drive_strength.png
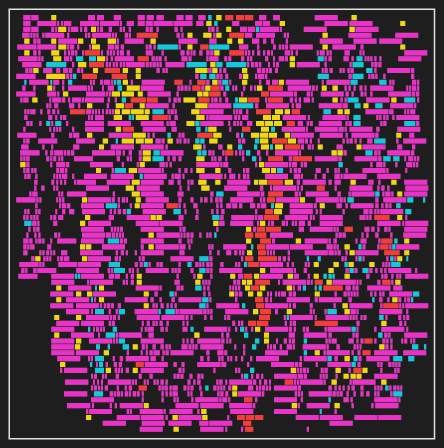
registers.png
Other sequential cells in the stronger gray, the rest of the logic in the fainter gray.
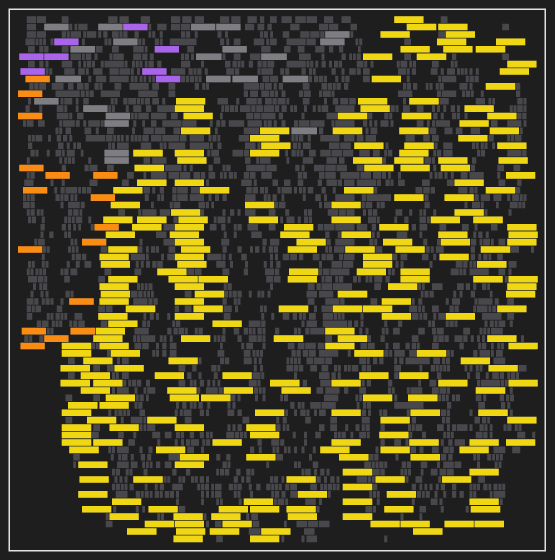
==> config.mk <==
export PLATFORM = sky130hd
export DESIGN_NAME = lcd_bus_responder
export DESIGN_NICKNAME = d
export VERILOG_FILES = /design/src/rtl/lcd_bus_responder.sv
export SDC_FILE = /design/constraint.sdc
export NUM_CORES = 1
export LEC_CHECK = 0
export ABC_AREA = 1
export CAP_MARGIN = 20
export CELL_PAD_IN_SITES_DETAIL_PLACEMENT = 0
export CELL_PAD_IN_SITES_GLOBAL_PLACEMENT = 1
export CORE_AREA = 2 2 194 196
export CTS_BUF_LIST = sky130_fd_sc_hd__clkbuf_4
export DETAILED_ROUTE_END_ITERATION = 10
export DIE_AREA = 0 0 196 198
export GPL_TIMING_DRIVEN = 0
export PLACE_DENSITY = 0.76
export SKIP_CTS_REPAIR_TIMING = 1
export SLEW_MARGIN = 10
export SYNTH_ARGS = -nofsm -noshare
export SYNTH_HDL_FRONTEND = slang
export SYNTH_SLANG_ARGS = --single-unit
export TNS_END_PERCENT = 10
==> constraint.sdc <==
create_clock -name mclk -period 2.1 [get_ports mclk]
set_clock_uncertainty 0.05 [all_clocks]
set_input_delay 0.21 -clock mclk [delete_from_list [all_inputs] [get_ports mclk]]
set_output_delay 0.21 -clock mclk [all_outputs]
set_load 0.02 [all_outputs]
==> src/rtl/lcd_bus_responder.sv <==
// HD44780-style bus responder with a 2x16 DDRAM.
// Completes transactions on E falling edges and models the busy flag.
module lcd_bus_responder #(
    parameter int BUSY_CYCLES      = 4,
    parameter int LONG_BUSY_CYCLES = 40
) (
    input  logic       mclk,
    input  logic       rst,
    input  logic       lcd_e,
    input  logic       lcd_rs,
    input  logic       lcd_rw,
    input  logic [7:0] lcd_data_in,
    output logic [7:0] lcd_data_out,
    output logic       lcd_data_oe,
    output logic       busy,
    output logic [6:0] addr_ctr,
    output logic       disp_on,
    output logic       cursor_on,
    output logic       blink_on,
    output logic       inc_mode,
    output logic       protocol_err,
    input  logic [4:0] dbg_addr,
    output logic [7:0] dbg_char
);

    localparam int LONG_EFF = (LONG_BUSY_CYCLES < 32) ? 32 : LONG_BUSY_CYCLES;
    localparam logic [15:0] CNT_BUSY = 16'(BUSY_CYCLES - 1);
    localparam logic [15:0] CNT_LONG = 16'(LONG_EFF - 1);
    localparam logic [15:0] CNT_TAIL = 16'(LONG_EFF - 33);
    localparam bit HAS_TAIL = (LONG_EFF > 32);

    typedef enum logic [1:0] {INIT, IDLE, EXEC, CLEAR} state_t;

    state_t      state_q, state_d;
    logic [15:0] cnt_q, cnt_d;
    logic [4:0]  fill_q, fill_d;
    logic        e_q, rs_q, rs_d, rw_q, rw_d;
    logic [7:0]  data_q, data_d;
    logic [6:0]  addr_q, addr_d;
    logic        disp_q, disp_d, cur_q, cur_d, blink_q, blink_d;
    logic        inc_q, inc_d, err_q, err_d;

    logic [7:0]  ddram [32];
    logic        we;
    logic [4:0]  widx;
    logic [7:0]  wdata;
    logic [4:0]  cur_idx;
    logic        fall;

    function automatic logic [6:0] step(input logic [6:0] a, input logic up);
        if (up) begin
            if (a == 7'h0F) return 7'h40;
            if (a == 7'h4F) return 7'h00;
            return a + 7'd1;
        end
        if (a == 7'h00) return 7'h4F;
        if (a == 7'h40) return 7'h0F;
        return a - 7'd1;
    endfunction

    assign busy    = (state_q != IDLE);
    assign fall    = e_q & ~lcd_e;
    assign cur_idx = {addr_q[6], addr_q[3:0]};

    always_comb begin
        state_d = state_q;
        cnt_d   = cnt_q;
        fill_d  = fill_q;
        rs_d    = rs_q;
        rw_d    = rw_q;
        data_d  = data_q;
        addr_d  = addr_q;
        disp_d  = disp_q;
        cur_d   = cur_q;
        blink_d = blink_q;
        inc_d   = inc_q;
        err_d   = err_q;
        we      = 1'b0;
        widx    = fill_q;
        wdata   = 8'h20;
        if (lcd_e) begin
            rs_d   = lcd_rs;
            rw_d   = lcd_rw;
            data_d = lcd_data_in;
        end
        unique case (state_q)
            INIT: begin
                we     = 1'b1;
                fill_d = fill_q + 5'd1;
                if (fill_q == 5'd31) state_d = IDLE;
            end
            CLEAR: begin
                we     = 1'b1;
                fill_d = fill_q + 5'd1;
                if (fill_q == 5'd31) begin
                    if (HAS_TAIL) begin
                        state_d = EXEC;
                        cnt_d   = CNT_TAIL;
                    end else begin
                        state_d = IDLE;
                    end
                end
            end
            EXEC: begin
                if (cnt_q == 16'd0) state_d = IDLE;
                else cnt_d = cnt_q - 16'd1;
            end
            default: ;
        endcase
        // Status reads are always legal; anything else while busy is dropped.
        if (fall) begin
            if (busy) begin
                if (!rw_q || rs_q) err_d = 1'b1;
            end else if (rw_q) begin
                if (rs_q) addr_d = step(addr_q, inc_q);
            end else if (rs_q) begin
                we      = 1'b1;
                widx    = cur_idx;
                wdata   = data_q;
                addr_d  = step(addr_q, inc_q);
                state_d = EXEC;
                cnt_d   = CNT_BUSY;
            end else if (data_q[7]) begin
                if (data_q[6:4] == 3'b000 || data_q[6:4] == 3'b100) begin
                    addr_d = data_q[6:0];
                end else begin
                    addr_d = 7'h00;
                    err_d  = 1'b1;
                end
                state_d = EXEC;
                cnt_d   = CNT_BUSY;
            end else if (|data_q[6:4]) begin
                state_d = EXEC;
                cnt_d   = CNT_BUSY;
            end else if (data_q[3]) begin
                disp_d  = data_q[2];
                cur_d   = data_q[1];
                blink_d = data_q[0];
                state_d = EXEC;
                cnt_d   = CNT_BUSY;
            end else if (data_q[2]) begin
                inc_d   = data_q[1];
                state_d = EXEC;
                cnt_d   = CNT_BUSY;
            end else if (data_q[1]) begin
                addr_d  = 7'h00;
                state_d = EXEC;
                cnt_d   = CNT_LONG;
            end else if (data_q[0]) begin
                addr_d  = 7'h00;
                inc_d   = 1'b1;
                fill_d  = 5'd0;
                state_d = CLEAR;
            end
        end
    end

    always_ff @(posedge mclk or negedge rst) begin
        if (!rst) begin
            state_q <= INIT;
            cnt_q   <= '0;
            fill_q  <= '0;
            e_q     <= 1'b0;
            rs_q    <= 1'b0;
            rw_q    <= 1'b0;
            data_q  <= '0;
            addr_q  <= '0;
            disp_q  <= 1'b0;
            cur_q   <= 1'b0;
            blink_q <= 1'b0;
            inc_q   <= 1'b1;
            err_q   <= 1'b0;
        end else begin
            state_q <= state_d;
            cnt_q   <= cnt_d;
            fill_q  <= fill_d;
            e_q     <= lcd_e;
            rs_q    <= rs_d;
            rw_q    <= rw_d;
            data_q  <= data_d;
            addr_q  <= addr_d;
            disp_q  <= disp_d;
            cur_q   <= cur_d;
            blink_q <= blink_d;
            inc_q   <= inc_d;
            err_q   <= err_d;
        end
    end

    always_ff @(posedge mclk) begin
        if (we) ddram[widx] <= wdata;
    end

    always_comb begin
        lcd_data_oe  = rst & lcd_e & lcd_rw;
        lcd_data_out = 8'h00;
        if (lcd_data_oe) begin
            if (lcd_rs) lcd_data_out = busy ? 8'h00 : ddram[cur_idx];
            else lcd_data_out = {busy, addr_q};
        end
    end

    assign addr_ctr     = addr_q;
    assign disp_on      = disp_q;
    assign cursor_on    = cur_q;
    assign blink_on     = blink_q;
    assign inc_mode     = inc_q;
    assign protocol_err = err_q;
    assign dbg_char     = ddram[dbg_addr];

endmodule

==> impl_metrics.yaml <==
# physical design summary
logic_synthesis:
  xor_share_pct: 0.323
  synth-edff-count: 256
  aoi_share_pct: 13.7
  yosysCellCount: 1907
  synth_async_sr_flop_share_pct: 15.2
  yosys_warnings: 0
  top_cell: "nand2_1"
  syn_inst: 1907
  ys.flop_type: "edfxtp_1"
cells_and_area:
  final-nonclk-buf-share_pct: 10.8
  combGateArea_sq_um: 7110
  largest_cell_class: "registers"
  comb_share_pct: 34.6
  num_antenna_cells: 4
  regMostFlops: "ddram"
  most-common-layout-cells: "nand2_1, edfxtp_1, nor2_1, nand3_1, inv_1"
hold_path:
  holdPathEnd: "data_q[1]$_DFFE_PN0P_"
  whs_path_depth: 3
grt:
  grt_pass1_wl_um: 101000
  grt_overflow: 0
  grtUsageTotal_pct: 36.9
  antenna_found_initial: 4
  grt_use_met3_pct: 7.10
  top_usage_layer: "met2"
setup_path:
  r2r_cells: 10
  critical_path_class: "register to output port"
  start_kind: "register"
  cp_cell_sequence: "buf_6 > buf_12 > buf_12 > o21ai_2 > o211ai_1 > nand3_2 > o21ai_2 > nand2_1 > nor2_2 > buf_6"
  cp.depth: 10
route:
  routed.top_layer: "met5"
  viasPerCell: 6.04
  detail-route-antenna-nets: 0
  drt_wl_total_um: 72800
  wl_met1_um: 27100
final_timing:
  setup_viol: 429
  max_freq_ghz: 0.326
  fin_crit_ns: 3.06
  hold_viol_final: 2
  holdWs_ns: -0.0394
  worst_slack_ns: -0.965
run_status:
  violations: "negative hold slack, negative setup slack"
  outcome: "complete, but fails checks"
run:
  maxCapViolCount: 0
cts:
  cts_sinks: 302
  htree_levels: 3
  clockBufferDepth: 3
floorplan:
  dieArea_sq_um: 38800
  n_tap_cell: 474
  initCoreUtil_pct: 44.0
placed_design:
  place_ws_ns: -1.48
  dp_hpwl_um: 49400
power_and_ir_drop:
  finalPower_mw: 24.2
-- drive_strength.png (at the start) --
size	color	cells	share
drive 3 to 4	yellow	246	11%
drive 2	cyan	168	7.8%
drive 6 and up	red	87	4.0%
drive 1 or less	magenta	1664	77%
Setup WS post-layout: -0.965 ns
Layout area overhead: 26.4%
nonclk buf count: 213
Finished Cell Area: 20500 sq um

-- registers.png (at the start) --
signal	color	placed flops
ddram	yellow	256
data_q	purple	8
cnt_q	orange	16
core utilization of the finished layout: 55.6%
seq pwr: 7.41 mW
Register Area: 8850 sq um
sequential share of cell area: 43.1%

Power is estimated from default activity; no workload was simulated.
